## config.mk

```make
export PLATFORM = sky130hd
export DESIGN_NAME = branch_tagged_issue_queue
export DESIGN_NICKNAME = d
export VERILOG_FILES = /design/src/rtl/issue_q_pkg.sv /design/src/rtl/branch_tagged_issue_queue_br_tag_alloc.sv /design/src/rtl/branch_tagged_issue_queue.sv
export SDC_FILE = /design/constraint.sdc
export NUM_CORES = 2
export LEC_CHECK = 0
export CAP_MARGIN = 20
export CORE_MARGIN = 3
export CORE_UTILIZATION = 25
export DETAILED_ROUTE_END_ITERATION = 16
export GPL_ROUTABILITY_DRIVEN = 0
export PLACE_DENSITY = 0.51
export SETUP_SLACK_MARGIN = 0.02
export SLEW_MARGIN = 15
export SYNTH_ARGS = -nofsm -noshare
export SYNTH_HDL_FRONTEND = slang
export SYNTH_SLANG_ARGS = --single-unit
```

## constraint.sdc

```tcl
create_clock -name clk -period 26.8 [get_ports clk]
set_clock_uncertainty 0.15 [all_clocks]
set_input_delay 2.68 -clock clk [delete_from_list [all_inputs] [get_ports clk]]
set_output_delay 2.68 -clock clk [all_outputs]
set_load 0.02 [all_outputs]
```

## src/rtl/issue_q_pkg.sv

```systemverilog
// Shared definitions for the branch-tagged issue queue: parameter defaults,
// the stored entry layout and the branch-tag age helper.
// No ports (package).
package issue_q_pkg;

    localparam int DEPTH_DEF = 16;
    localparam int IN_W_DEF  = 2;
    localparam int OUT_W_DEF = 4;
    localparam int NBR_DEF   = 8;
    localparam int REG_W_DEF = 4;
    localparam int OP_W_DEF  = 4;
    localparam int IME_W_DEF = 5;
    localparam int BR_W_DEF  = $clog2(NBR_DEF);

    typedef struct packed {
        logic [REG_W_DEF-1:0] des;
        logic [REG_W_DEF-1:0] s1;
        logic [REG_W_DEF-1:0] s2;
        logic [OP_W_DEF-1:0]  op;
        logic [IME_W_DEF-1:0] ime;
        logic [BR_W_DEF-1:0]  tag;
        logic                 is_br;
        logic                 spec;
    } entry_t;

    // Distance of a tag from the oldest outstanding tag; the power-of-two
    // tag space makes the natural wrap of the subtraction the modulo.
    function automatic logic [BR_W_DEF-1:0] tag_age(input logic [BR_W_DEF-1:0] tag,
                                                    input logic [BR_W_DEF-1:0] head);
        return tag - head;
    endfunction

endpackage

```

## src/rtl/branch_tagged_issue_queue_br_tag_alloc.sv

```systemverilog
// br_tag_alloc: owns the circular branch-tag window (br_head, br_tail,
// outstanding). Handles allocation of up to IN_W tags per cycle, in-order
// resolve of the oldest tag and flush rewind of br_tail.
// Ports: clk, rst (async, active high); alloc_cnt tags taken this cycle;
// resolve_en/resolve_id; flush_en/flush_id; br_tail, outstanding, free_tags,
// branch_full status; resolve_ok/flush_ok qualified events; br_head_res
// (head after this cycle's resolve) and flush_age (flush_id age against it).
module br_tag_alloc
    import issue_q_pkg::*;
#(
    parameter int NBR  = NBR_DEF,
    parameter int IN_W = IN_W_DEF,
    localparam int BR_W = $clog2(NBR),
    localparam int OC_W = $clog2(NBR + 1),
    localparam int AC_W = $clog2(IN_W + 1)
) (
    input  logic            clk,
    input  logic            rst,
    input  logic [AC_W-1:0] alloc_cnt,
    input  logic            resolve_en,
    input  logic [BR_W-1:0] resolve_id,
    input  logic            flush_en,
    input  logic [BR_W-1:0] flush_id,
    output logic [BR_W-1:0] br_tail,
    output logic [OC_W-1:0] outstanding,
    output logic [OC_W-1:0] free_tags,
    output logic            branch_full,
    output logic            resolve_ok,
    output logic            flush_ok,
    output logic [BR_W-1:0] br_head_res,
    output logic [BR_W-1:0] flush_age
);

    logic [BR_W-1:0] br_head_q;
    logic [BR_W-1:0] br_tail_q;
    logic [OC_W-1:0] outs_q;
    logic [OC_W-1:0] outs_res;

    // Resolve is applied before flush, so the flush is judged against the
    // window as it stands after the resolve.
    assign resolve_ok  = resolve_en && (outs_q != '0) && (resolve_id == br_head_q);
    assign br_head_res = br_head_q + BR_W'(resolve_ok);
    assign outs_res    = outs_q - OC_W'(resolve_ok);
    assign flush_age   = tag_age(flush_id, br_head_res);
    assign flush_ok    = flush_en && (OC_W'(flush_age) < outs_res);

    assign br_tail     = br_tail_q;
    assign outstanding = outs_q;
    assign free_tags   = OC_W'(NBR) - outs_q;
    assign branch_full = (outs_q == OC_W'(NBR));

    always_ff @(posedge clk or posedge rst) begin
        if (rst) begin
            br_head_q <= '0;
            br_tail_q <= '0;
            outs_q    <= '0;
        end else begin
            br_head_q <= br_head_res;
            if (flush_ok) begin
                br_tail_q <= flush_id + BR_W'(1);
                outs_q    <= OC_W'(flush_age) + OC_W'(1);
            end else begin
                br_tail_q <= br_tail_q + BR_W'(alloc_cnt);
                outs_q    <= outs_res + OC_W'(alloc_cnt);
            end
        end
    end

endmodule

```

## src/rtl/branch_tagged_issue_queue.sv

```systemverilog
// branch_tagged_issue_queue: in-order circular issue queue whose entries carry
// the tag of the youngest outstanding branch, so a mispredict can drop the
// speculative suffix and a correct resolve can clear speculation.
// Ports: clk, rst (async, active high); in_* enqueue lanes with in_rdy
// per-lane accept; out_take pop count; flush_en/flush_id mispredict;
// br_resolve_en/br_resolve_id correct resolve; out_* zero-latency view of the
// OUT_W oldest entries; entry_full, entry_empty, branch_full, count status.
module branch_tagged_issue_queue
    import issue_q_pkg::*;
#(
    parameter int DEPTH = DEPTH_DEF,
    parameter int IN_W  = IN_W_DEF,
    parameter int OUT_W = OUT_W_DEF,
    parameter int NBR   = NBR_DEF,
    parameter int REG_W = REG_W_DEF,
    parameter int OP_W  = OP_W_DEF,
    parameter int IME_W = IME_W_DEF,
    localparam int BR_W  = $clog2(NBR),
    localparam int TK_W  = $clog2(OUT_W + 1),
    localparam int CNT_W = $clog2(DEPTH + 1)
) (
    input  logic                        clk,
    input  logic                        rst,
    input  logic [IN_W-1:0]             in_vld,
    input  logic [IN_W-1:0]             in_is_br,
    input  logic [IN_W-1:0][REG_W-1:0]  in_des,
    input  logic [IN_W-1:0][REG_W-1:0]  in_s1,
    input  logic [IN_W-1:0][REG_W-1:0]  in_s2,
    input  logic [IN_W-1:0][OP_W-1:0]   in_op,
    input  logic [IN_W-1:0][IME_W-1:0]  in_ime,
    output logic [IN_W-1:0]             in_rdy,
    input  logic [TK_W-1:0]             out_take,
    input  logic                        flush_en,
    input  logic [BR_W-1:0]             flush_id,
    input  logic                        br_resolve_en,
    input  logic [BR_W-1:0]             br_resolve_id,
    output logic [OUT_W-1:0]            out_vld,
    output logic [OUT_W-1:0][REG_W-1:0] out_des,
    output logic [OUT_W-1:0][REG_W-1:0] out_s1,
    output logic [OUT_W-1:0][REG_W-1:0] out_s2,
    output logic [OUT_W-1:0][OP_W-1:0]  out_op,
    output logic [OUT_W-1:0][IME_W-1:0] out_ime,
    output logic [OUT_W-1:0][BR_W-1:0]  out_branch,
    output logic                        entry_full,
    output logic                        entry_empty,
    output logic                        branch_full,
    output logic [CNT_W-1:0]            count
);

    localparam int PTR_W = $clog2(DEPTH);
    localparam int OC_W  = $clog2(NBR + 1);
    localparam int AC_W  = $clog2(IN_W + 1);

    entry_t           ent_q [DEPTH];
    logic [PTR_W-1:0] head, tail, head_p;
    logic [CNT_W-1:0] count_q, count_p, free_slots, take_ext, pop, keep;
    logic [IN_W-1:0]  accept;
    entry_t           wr_ent [IN_W];
    logic [AC_W-1:0]  n_acc, n_br;

    logic [BR_W-1:0]  br_tail, br_head_res, flush_age;
    logic [OC_W-1:0]  outstanding, free_tags;
    logic             resolve_ok, flush_ok;

    br_tag_alloc #(.NBR(NBR), .IN_W(IN_W)) u_br (
        .clk         (clk),
        .rst         (rst),
        .alloc_cnt   (n_br),
        .resolve_en  (br_resolve_en),
        .resolve_id  (br_resolve_id),
        .flush_en    (flush_en),
        .flush_id    (flush_id),
        .br_tail     (br_tail),
        .outstanding (outstanding),
        .free_tags   (free_tags),
        .branch_full (branch_full),
        .resolve_ok  (resolve_ok),
        .flush_ok    (flush_ok),
        .br_head_res (br_head_res),
        .flush_age   (flush_age)
    );

    // Free space is taken before this cycle's pop: no pop-to-enqueue bypass.
    assign free_slots  = CNT_W'(DEPTH) - count_q;
    assign take_ext    = CNT_W'(out_take);
    assign pop         = (take_ext > count_q) ? count_q : take_ext;
    assign count_p     = count_q - pop;
    assign head_p      = head + PTR_W'(pop);
    assign entry_full  = (count_q == CNT_W'(DEPTH));
    assign entry_empty = (count_q == '0);
    assign count       = count_q;
    assign in_rdy      = accept;

    // Lane acceptance and tag assignment. A branch in a lower lane becomes
    // the youngest branch for higher lanes in the same cycle.
    always_comb begin
        logic            ok;
        logic            have;
        logic [BR_W-1:0] last_tag;
        ok       = !flush_en && !rst;
        have     = (outstanding != '0);
        last_tag = br_tail - BR_W'(1);
        n_acc    = '0;
        n_br     = '0;
        accept   = '0;
        for (int i = 0; i < IN_W; i++) begin
            wr_ent[i] = '0;
            if (ok && in_vld[i] && (CNT_W'(i) < free_slots) &&
                (!in_is_br[i] || (OC_W'(n_br) < free_tags))) begin
                accept[i]       = 1'b1;
                wr_ent[i].des   = in_des[i];
                wr_ent[i].s1    = in_s1[i];
                wr_ent[i].s2    = in_s2[i];
                wr_ent[i].op    = in_op[i];
                wr_ent[i].ime   = in_ime[i];
                wr_ent[i].is_br = in_is_br[i];
                if (in_is_br[i]) begin
                    last_tag = br_tail + BR_W'(n_br);
                    have     = 1'b1;
                    n_br     = n_br + AC_W'(1);
                end
                wr_ent[i].tag  = have ? last_tag : '0;
                // A same-cycle resolve of the tag just inherited must not
                // leave the new entry speculative on a freed tag.
                wr_ent[i].spec = have && !(resolve_ok && last_tag == br_resolve_id);
                n_acc = n_acc + AC_W'(1);
            end else begin
                ok = 1'b0;
            end
        end
    end

    // Flush: the first surviving-after-pop entry that is removed marks the
    // new tail, since removed entries always form a suffix.
    always_comb begin
        logic             found;
        logic [PTR_W-1:0] idx;
        entry_t           e;
        found = 1'b0;
        keep  = count_p;
        idx   = '0;
        e     = '0;
        for (int k = 0; k < DEPTH; k++) begin
            idx = head_p + PTR_W'(k);
            e   = ent_q[idx];
            if (!found && (CNT_W'(k) < count_p) && e.spec &&
                !(resolve_ok && e.tag == br_resolve_id) &&
                (tag_age(e.tag, br_head_res) >= flush_age) &&
                !(e.is_br && e.tag == flush_id)) begin
                found = 1'b1;
                keep  = CNT_W'(k);
            end
        end
    end

    // Only spec bits are reset; payload fields keep whatever they held.
    always_ff @(posedge clk or posedge rst) begin
        if (rst) begin
            head    <= '0;
            tail    <= '0;
            count_q <= '0;
            for (int j = 0; j < DEPTH; j++) begin
                ent_q[j].spec <= 1'b0;
            end
        end else begin
            for (int j = 0; j < DEPTH; j++) begin
                if (resolve_ok && ent_q[j].tag == br_resolve_id) begin
                    ent_q[j].spec <= 1'b0;
                end
            end
            head <= head_p;
            if (flush_ok) begin
                tail    <= head_p + PTR_W'(keep);
                count_q <= keep;
            end else begin
                tail    <= tail + PTR_W'(n_acc);
                count_q <= count_p + CNT_W'(n_acc);
                for (int i = 0; i < IN_W; i++) begin
                    if (accept[i]) begin
                        ent_q[tail + PTR_W'(i)] <= wr_ent[i];
                    end
                end
            end
        end
    end

    always_comb begin
        for (int k = 0; k < OUT_W; k++) begin
            out_vld[k]    = (CNT_W'(k) < count_q);
            out_des[k]    = ent_q[head + PTR_W'(k)].des;
            out_s1[k]     = ent_q[head + PTR_W'(k)].s1;
            out_s2[k]     = ent_q[head + PTR_W'(k)].s2;
            out_op[k]     = ent_q[head + PTR_W'(k)].op;
            out_ime[k]    = ent_q[head + PTR_W'(k)].ime;
            out_branch[k] = ent_q[head + PTR_W'(k)].tag;
        end
    end

endmodule

```

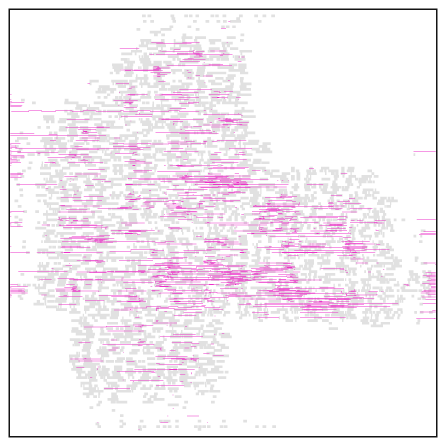
layer_met3.png
Drawn at 1 px/um.
wire length on this layer = 14600 um
share of all routed wire = 8.5%

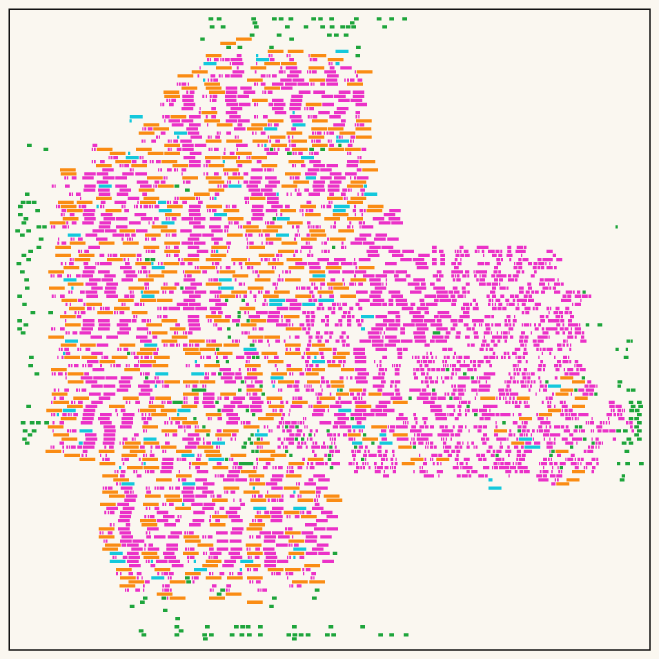
placement_by_type.png
Drawn at 1.5 px/um.
sequential cells -> orange  # cells 439, share of their area 28%
clock drivers and dummy loads -> cyan  # cells 108, share of their area 4.0%
remaining buffers and delay cells -> green  # cells 262, share of their area 5.2%
combinational and other logic -> magenta  # cells 2932, share of their area 63%
Site Rows: 153
Final Util: 28.6%

==> impl_metrics.yaml <==
# flow metrics
place:
  hpwl_um: 109000
  port_buffers: 168
  placed_area_um2: 48000
clock_tree:
  hold_buffers: 0
  clockBufferDepth: 3
  htree_levels: 2
  cts_root_buf: "clkbuf_16"
  tritoncts: "yes"
  cts_resized: 0
  clkTransAtPathRegs_ns: 0.07
sta:
  setup_violations: 0
  worst_pin_slew_ns: 1.18
  rsz0062_at_grt: "false"
  period_needed_ns: 11.89
  final_max_slew_viol_count: 0
  max_slew_margin_pct: 20.7
  tns_ns: 0
  final-hold-violation-count: 0
  period_used_pct: 44.4
cells_and_area:
  final_nets: 3888
  regArea_um2: 13000
  drive_gt1_share_pct: 23.2
  final-comb-area_um2: 29400
  fillers: 17857
synth:
  common_cells: "mux4_2, nand2_1, mux2i_1"
  synthSimpleGateAreaFrac_pct: 7.87
  synthXorXnorAreaFrac_pct: 4.34
  yosysTopAreaCell: "mux4_2"
  edf_count: 400
  synth_top_cell_by_count: "mux4_2"
  top_cells_by_area: "mux4_2, edfxtp_1, mux2i_1"
  ys_async_sr_fraction_pct: 8.88
  ys_area_um2: 44100
  synthDistinctLibCells: 88
  ys_cells: 3796
  top_cell_area_share_pct: 29.9
  synthFlopType: "edfxtp_1"
  muxShareOfSynthArea_pct: 40.8
  adder_share_pct: 4.26
  avgSynthCellArea_um2: 11.6
  netlist_area_um2: 44100
  syn_inst: 3796
  yosys_warnings: 0
  yosysSeqAreaShare_pct: 29.4
  syn_nets: 3991
  ys_sh_aoi_pct: 8.65
floorplan:
  core_area_um2: 175000
  ios: 169
  fp.dieH_um: 426
  die_w_um: 426
  die-area_um2: 182000
worst_setup_path:
  cp.arrival_ns: 12.31
  reg2reg_depth: 36
  slowest_stage: "fa_4"
  crit_type: "input port to register"
  required_ns: 27.22
  r2r-end: "tail[2]$_DFF_PP0_"
  cpPeakStageDelay_ns: 0.96
  rrSetupSlack_ns: 16.61
  cp-start-kind: "input port"
  critPathMaxFanout: 20
  cp-end-kind: "register"
  r2r-start: "count[1]$_DFF_PP0_"
hold_path:
  worstHoldEndpoint: "u_br.br_head_q[1]$_DFF_PP0_"
  hp-start: "u_br.br_head_q[1]$_DFF_PP0_"
  whs_path_depth: 1
  hold_class: "register to register"
detailed_routing:
  firstDrtPassIters: 6
  drc: 0
  wl_per_cell_um: 28.1
  vias_per_cell: 5.69
  drt_iter0_drc: 4180
  wirelength_um: 171000
  num_vias: 34515
  ant_nets: 0
flow_run:
  max-cap-violations: 0
  warning_count: 37
global_routing:
  grt_overflow: 0
  grt_max_degree: 110
  grt_pass1_wl_um: 246000
  antenna_found_initial: 6
  grt_usage_pct: 18.3
  grt_pass1_vias: 32681
run_status:
  status: "complete, no violations"
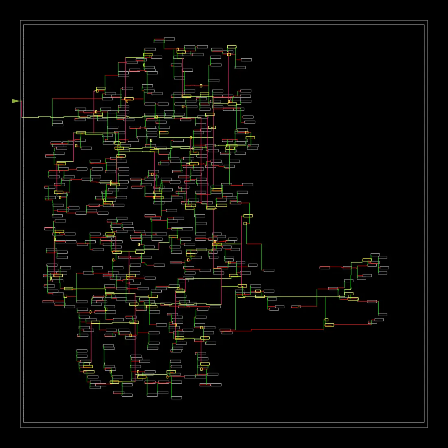
clocks.png
clock sinks: 439
Num CTS Buffers: 58
Clock Latency Late Sink: 0.70 ns

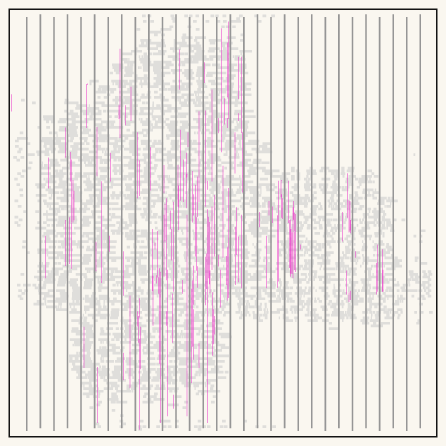
layer_met4.png
Drawn at 1 px/um. Supply wires on this layer in gray.
longest straight run = 214 um
share of all routed wire = 3.9%

## state kept, by name (all words and copies together) (netlist names)
name,flops
head,4
u_br.br_tail,3
count,5
u_br.outstanding,4
ent_q,416
u_br.br_head_q,3
tail,4
## cells in the final DEF, fill, tap and decap left out, types with 26 or more instances in the layout
master             n
nand3_1           33
xnor2_1          158
nand2_1          456
buf_4             90
nand4_1           45
clkbuf_16         58
mux4_2           586
edfxtp_1         400
dfrtp_1           35
inv_1             74
xor2_1            37
a21oi_1           86
a211oi_1          56
nor2b_1           27
clkdlybuf4s50_1  165
mux2i_1          455
ha_1             109
nor2_1            98
o21ai_0          397
nand2b_1          26
## per-stage QoR
stage | hold slack [ns] | cells | setup slack [ns] | util (%)
4_1_cts | 0.459 | 6064 | 15.02 | 28.6
3_3_place_gp | 0.431 | 5954 | 14.34 | 27.5
6_report | 0.468 | 6070 | 14.91 | 28.6
3_5_place_dp | 0.446 | 5956 | 14.30 | 27.5
2_1_floorplan | 0.373 | 3796 | 7.58 | -
5_1_grt | 0.509 | 6066 | 14.16 | 28.6
## logic make-up after synthesis
group | after synthesis
AND-OR/OR-AND | 658
XOR/XNOR | 210
adder cells (fa/ha/maj) | 136
buffers and inverters | 505
flip-flops | 439
multiplexers | 1062
AND/OR/NAND/NOR | 786
## worst max path at each step
stage	slack, ns	to	startpoint
2_1_floorplan	7.58	ent_q[100]$_DFFE_PP_	br_resolve_id[2]
5_1_grt	14.16	tail[2]$_DFF_PP0_	out_take[0]
6_report	14.91	tail[2]$_DFF_PP0_	out_take[1]
4_1_cts	15.02	tail[2]$_DFF_PP0_	out_take[1]
3_5_place_dp	14.30	tail[2]$_DFF_PP0_	out_take[1]
3_3_place_gp	14.34	tail[2]$_DFF_PP0_	out_take[0]
## critical path: cells and delay by family
family	cells	cell delay, ns
adders and majority gates	8	3.65
AOI/OAI and AO/OA	10	2.04
muxes	2	0.90
xor gates and xnor gates	3	0.48
buffers and inverters	5	0.81
and+or+nand+nor	8	1.77
## area by class of cell
type | count | area share, %
multi-input cells | 2852 | 58.9
flip-flops and latches | 439 | 26.0
well taps | 2325 | 5.82
repair buffers | 262 | 4.87
clock buffers | 70 | 3.01
clock inverters | 38 | 0.776
inverters | 80 | 0.606
diodes | 4 | 0.0200
## routing by layer
metal	share of wire [%]	vias to the layer above	track usage [%]
met1	41	17649	24.8
met3	8.5	332	3.16
met5	0	-	0
li1	-	14601	-
met4	3.9	0	6.39
met2	47	1933	29.4
